===== config.mk =====
export PLATFORM = sky130hd
export DESIGN_NAME = clip_transfer_sequencer
export DESIGN_NICKNAME = d
export VERILOG_FILES = /design/src/rtl/clip_transfer_sequencer.sv
export SDC_FILE = /design/constraint.sdc
export NUM_CORES = 1
export LEC_CHECK = 0
export CAP_MARGIN = 15
export CELL_PAD_IN_SITES_DETAIL_PLACEMENT = 1
export CELL_PAD_IN_SITES_GLOBAL_PLACEMENT = 1
export CORE_MARGIN = 5
export CORE_UTILIZATION = 52
export DETAILED_ROUTE_END_ITERATION = 8
export DONT_BUFFER_PORTS = 1
export GPL_ROUTABILITY_DRIVEN = 0
export GPL_TIMING_DRIVEN = 0
export PLACE_DENSITY_LB_ADDON = 0.1
export SETUP_SLACK_MARGIN = 0.02
export SLEW_MARGIN = 40
export SYNTH_ARGS = -nofsm -noshare
export SYNTH_HDL_FRONTEND = slang
export SYNTH_SLANG_ARGS = --single-unit

===== constraint.sdc =====
create_clock -name clock_i -period 5.76 [get_ports clock_i]
set_input_delay 1.152 -clock clock_i [delete_from_list [all_inputs] [get_ports clock_i]]
set_output_delay 1.152 -clock clock_i [all_outputs]
set_load 0.02 [all_outputs]

===== src/rtl/clip_transfer_sequencer.sv =====
// rtl/clip_transfer_sequencer.sv - moves samples between the deserializer, two clip banks and the serializer
module clip_transfer_sequencer #(
   parameter int ADDR_WIDTH   = 16,
   parameter int CLIP_SAMPLES = 50000,
   parameter int READ_LATENCY = 2
) (
   input  logic                  clock_i,
   input  logic                  reset_i,
   input  logic                  record_start_i,
   input  logic                  play_start_i,
   input  logic                  stop_i,
   input  logic                  clip_sel_i,
   input  logic                  deserializer_valid_i,
   input  logic [15:0]           deserializer_data_i,
   output logic                  deserializer_enable_o,
   input  logic                  serializer_ready_i,
   output logic                  serializer_load_o,
   output logic [15:0]           serializer_data_o,
   output logic [ADDR_WIDTH-1:0] mem_addr_o,
   output logic [1:0]            mem_en_o,
   output logic [1:0]            mem_we_o,
   output logic [15:0]           mem_din_o,
   input  logic [15:0]           mem_dout0_i,
   input  logic [15:0]           mem_dout1_i,
   output logic                  recording_o,
   output logic                  playing_o,
   output logic                  active_clip_o,
   output logic                  done_o
);

   typedef enum logic [2:0] {
      IDLE, RECORD, PLAY_READ, PLAY_WAIT, PLAY_LOAD, PLAY_HOLD, DONE
   } state_t;

   localparam logic [ADDR_WIDTH:0] CLIP_LEN  = (ADDR_WIDTH+1)'(CLIP_SAMPLES);
   localparam logic [ADDR_WIDTH:0] CLIP_LAST = CLIP_LEN - 1'b1;
   localparam logic [1:0]          WAIT_LAST = 2'(READ_LATENCY - 1);

   state_t              state, state_nx;
   logic [ADDR_WIDTH:0] count, count_nx;
   logic [ADDR_WIDTH:0] len0, len1, len0_nx, len1_nx;
   logic [ADDR_WIDTH:0] cur_len, sel_len, new_len;
   logic                store_len;
   logic                clip, clip_nx;
   logic                wr_pending;
   logic [15:0]         wr_data;
   logic [1:0]          wait_cnt, wait_nx;
   logic [15:0]         ser_data, ser_data_nx;
   logic [1:0]          bank_mask;

   assign cur_len           = clip ? len1 : len0;
   assign sel_len           = clip_sel_i ? len1 : len0;
   assign bank_mask         = clip ? 2'b10 : 2'b01;
   assign serializer_data_o = ser_data;
   assign active_clip_o     = clip;

   always_ff @(posedge clock_i or posedge reset_i) begin
      if (reset_i) begin
         state      <= IDLE;
         count      <= '0;
         len0       <= '0;
         len1       <= '0;
         clip       <= 1'b0;
         wr_pending <= 1'b0;
         wr_data    <= '0;
         wait_cnt   <= '0;
         ser_data   <= '0;
      end else begin
         state      <= state_nx;
         count      <= count_nx;
         len0       <= len0_nx;
         len1       <= len1_nx;
         clip       <= clip_nx;
         // A sample is only accepted while the recording continues next cycle.
         wr_pending <= deserializer_valid_i && (state == RECORD) && (state_nx == RECORD);
         wr_data    <= deserializer_data_i;
         wait_cnt   <= wait_nx;
         ser_data   <= ser_data_nx;
      end
   end

   always_comb begin
      state_nx              = state;
      count_nx              = count;
      clip_nx               = clip;
      wait_nx               = wait_cnt;
      ser_data_nx           = ser_data;
      new_len               = '0;
      store_len             = 1'b0;
      deserializer_enable_o = 1'b0;
      serializer_load_o     = 1'b0;
      mem_addr_o            = '0;
      mem_en_o              = 2'b00;
      mem_we_o              = 2'b00;
      mem_din_o             = '0;
      recording_o           = 1'b0;
      playing_o             = 1'b0;
      done_o                = 1'b0;

      case (state)
         IDLE: begin
            if (record_start_i) begin
               clip_nx  = clip_sel_i;
               count_nx = '0;
               state_nx = RECORD;
            end else if (play_start_i) begin
               clip_nx  = clip_sel_i;
               count_nx = '0;
               state_nx = (sel_len == '0) ? DONE : PLAY_READ;
            end
         end
         RECORD: begin
            deserializer_enable_o = 1'b1;
            recording_o           = 1'b1;
            if (wr_pending) begin
               mem_en_o   = bank_mask;
               mem_we_o   = bank_mask;
               mem_addr_o = count[ADDR_WIDTH-1:0];
               mem_din_o  = wr_data;
               count_nx   = count + 1'b1;
            end
            if (stop_i) begin
               new_len   = count + (ADDR_WIDTH+1)'(wr_pending);
               store_len = 1'b1;
               state_nx  = DONE;
            end else if (wr_pending && count == CLIP_LAST) begin
               new_len   = CLIP_LEN;
               store_len = 1'b1;
               state_nx  = DONE;
            end
         end
         PLAY_READ: begin
            playing_o  = 1'b1;
            mem_en_o   = bank_mask;
            mem_addr_o = count[ADDR_WIDTH-1:0];
            wait_nx    = '0;
            state_nx   = stop_i ? DONE : PLAY_WAIT;
         end
         PLAY_WAIT: begin
            playing_o = 1'b1;
            if (stop_i) begin
               state_nx = DONE;
            end else if (wait_cnt == WAIT_LAST) begin
               ser_data_nx = clip ? mem_dout1_i : mem_dout0_i;
               state_nx    = PLAY_LOAD;
            end else begin
               wait_nx = wait_cnt + 2'd1;
            end
         end
         PLAY_LOAD: begin
            playing_o = 1'b1;
            if (stop_i) begin
               state_nx = DONE;
            end else if (serializer_ready_i) begin
               serializer_load_o = 1'b1;
               count_nx          = count + 1'b1;
               state_nx          = PLAY_HOLD;
            end
         end
         PLAY_HOLD: begin
            playing_o = 1'b1;
            if (stop_i || count == cur_len) state_nx = DONE;
            else                            state_nx = PLAY_READ;
         end
         DONE: begin
            done_o   = 1'b1;
            count_nx = '0;
            state_nx = IDLE;
         end
         default: state_nx = IDLE;
      endcase

      len0_nx = (store_len && !clip) ? new_len : len0;
      len1_nx = (store_len &&  clip) ? new_len : len1;
   end

endmodule


==> Slide: Implementation Results <==
Run Summary

Job
  – OpenROAD warning count: 26

Die
  – Die Height: 108 um
  – Initial Utilization: a little over half
  – Total die area: 11700 um^2
  – Width of the die: 108 um

Synth
  – Tally of yosys warning messages: 0
  – Distinct cells, synth: 60
  – Most common reg cell: sky130_fd_sc_hd__dfrtp_1
  – Area figure in the yosys stat output: 5030 um^2
  – Mux cell area share after synthesis: 12.8%
  – Simple Share, Synth: 19.7%
  – FFs w/ async S/R, synth: 100%
  – Average size of a mapped cell: 9.85 um^2
  – Cell count listed in synth_stat.txt: 511
  – Area share of the largest cell type after synthesis: 44.8%
  – Synthesized Nets: 572

Detailed routing
  – Routed length on met3: 701 um
  – Vias after detailed routing: a little under 4000
  – Via density: 5.93
  – Routed wire length on met2: 7050 um
  – Routed Antenna Nets: 0

Clock tree
  – Resize count post-CTS: 0
  – Deepest level of the CTS H-tree: 3
  – CTS tree: yes
  – Post-CTS setup-driven buffer insertion count: 0
  – Register clock-pin slew on the reported worst setup and hold paths: 0.09 ns

Placed design
  – Port Buf Inserts: 0
  – DP Worst Slack: ~2.2 ns

Critical path
  – Number of logic stages on the critical path including buffering: 7
  – Kind of capture point of the worst setup path: primary output
  – Startpoint types: flip-flop
  – Number of buffers and inverters on the critical path: 4
  – Most frequent cell on the critical path: sky130_fd_sc_hd__buf_2
  – Reg-to-reg slack, setup: 2.98 ns
  – Reg2Reg Launch Point: count[0]$_DFFE_PP0P_
  – Worst Path Class, Setup: flip-flop to primary output
  – RR Endpoint: len1[14]$_DFFE_PP0P_

Finish
  – Layout multi-input combinational cell count: 366
  – Top cells excl fill/tap: sky130_fd_sc_hd__dfrtp_1 (90), sky130_fd_sc_hd__nor2_1 (59), sky130_fd_sc_hd__mux2i_1 (33), sky130_fd_sc_hd__o21ai_0 (28), sky130_fd_sc_hd__a21oi_1 (26)
  – Layout cells sized above 1: 14.8%
  – Largest area class, layout: multi-input combinational cells
  – Fillcell total: 1124
  – Synthesis-to-layout area growth: 7.71%
  – Clock distribution area overhead in the final layout: around 3.5%
  – Multi-input combinational cell area: 2510 um^2

Power
  – Part of the power in registers: between 40% and 50%
  – Power per standard cell area: 411 nW/um^2
  – Top power group: sequential cells
  – Clock group power: 0.434 mW
  – Switching power total: 0.951 mW
  – Switching power as a share of total power: between 40 and 50%
  – Comb pwr share: around 38%
  – Internal power: 1.28 mW
  – Leak Pwr: 2.43 nW

Final timing
  – Unrepaired setup endpoints after global routing: false
  – Worst slew margin: 46.9%
  – Summed negative setup slack over all endpoints: 0 ns
  – Minimum clock period: 4.05 ns
  – Worst-margin pin slew: 0.797 ns
  – Slew Limit Fails: 0

Min path
  – Hold Crit Endpoint: len1[1]$_DFFE_PP0P_
  – Worst Min Path Start: len1[1]$_DFFE_PP0P_
  – Worst hold path cell count: 2

Global route
  – Tot GR Track Use: 25.2%
  – Initial antenna violation count: 0
  – Remaining Overflow, GRT: 0
  – Global routing usage on met1: 32.4%
  – Number of global-route vias before repair: 4269
  – Most crowded layer after global routing: met2

Outcome
  – Run status: complete, no violations
==> images/logic_types.png <==
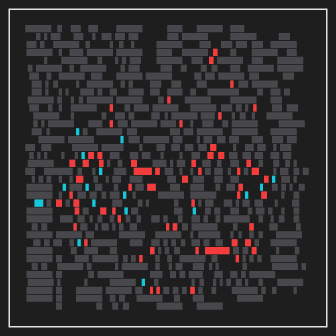
Cyan marks inv cells, cells 16, most used inv_1. Red marks nand cells, cells 57, most used nand2_1.

==> images/flops_by_reg.png <==
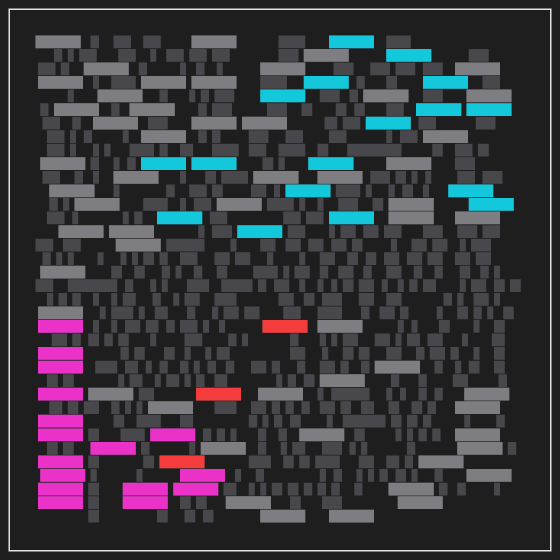
Magenta marks `wr_data`, flops 16, where lower left. Cyan marks `len1`, flops 17. Red marks `state`, flops 3.
Another 54 sequential cells are not colored.

==> images/clocks.png <==
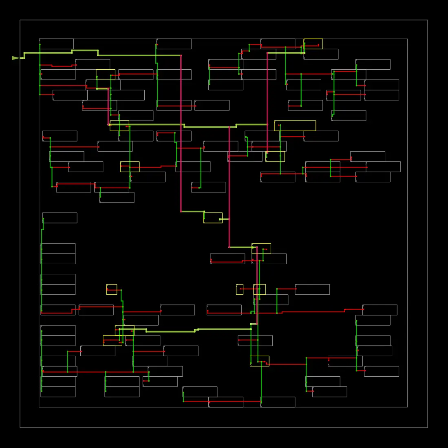
clock sink count: 90
clock buffer instance count of the final layout: 10
sequential cell count: 90
Layout Skew: 0.0114 ns
worst-skew pair later-pin latency: 0.37 ns

==> images/layer_met1.png <==
Supply wires on this layer in gray.
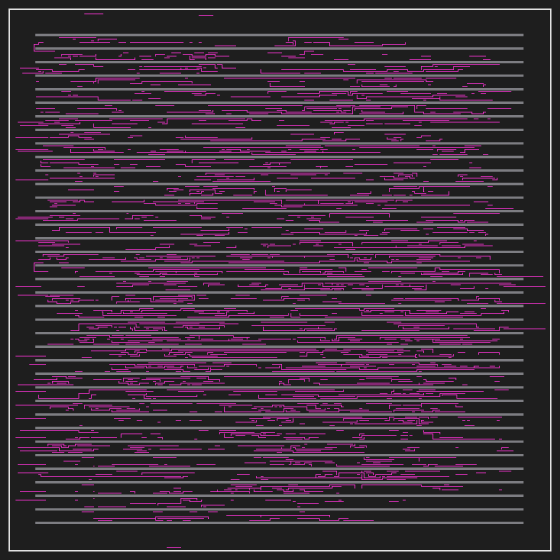
538 nets have wire on it. The layer carries 6160 um of wire. The wires run mostly horizontal.

Power figures rest on the tool's default switching activity, not on a simulated workload.
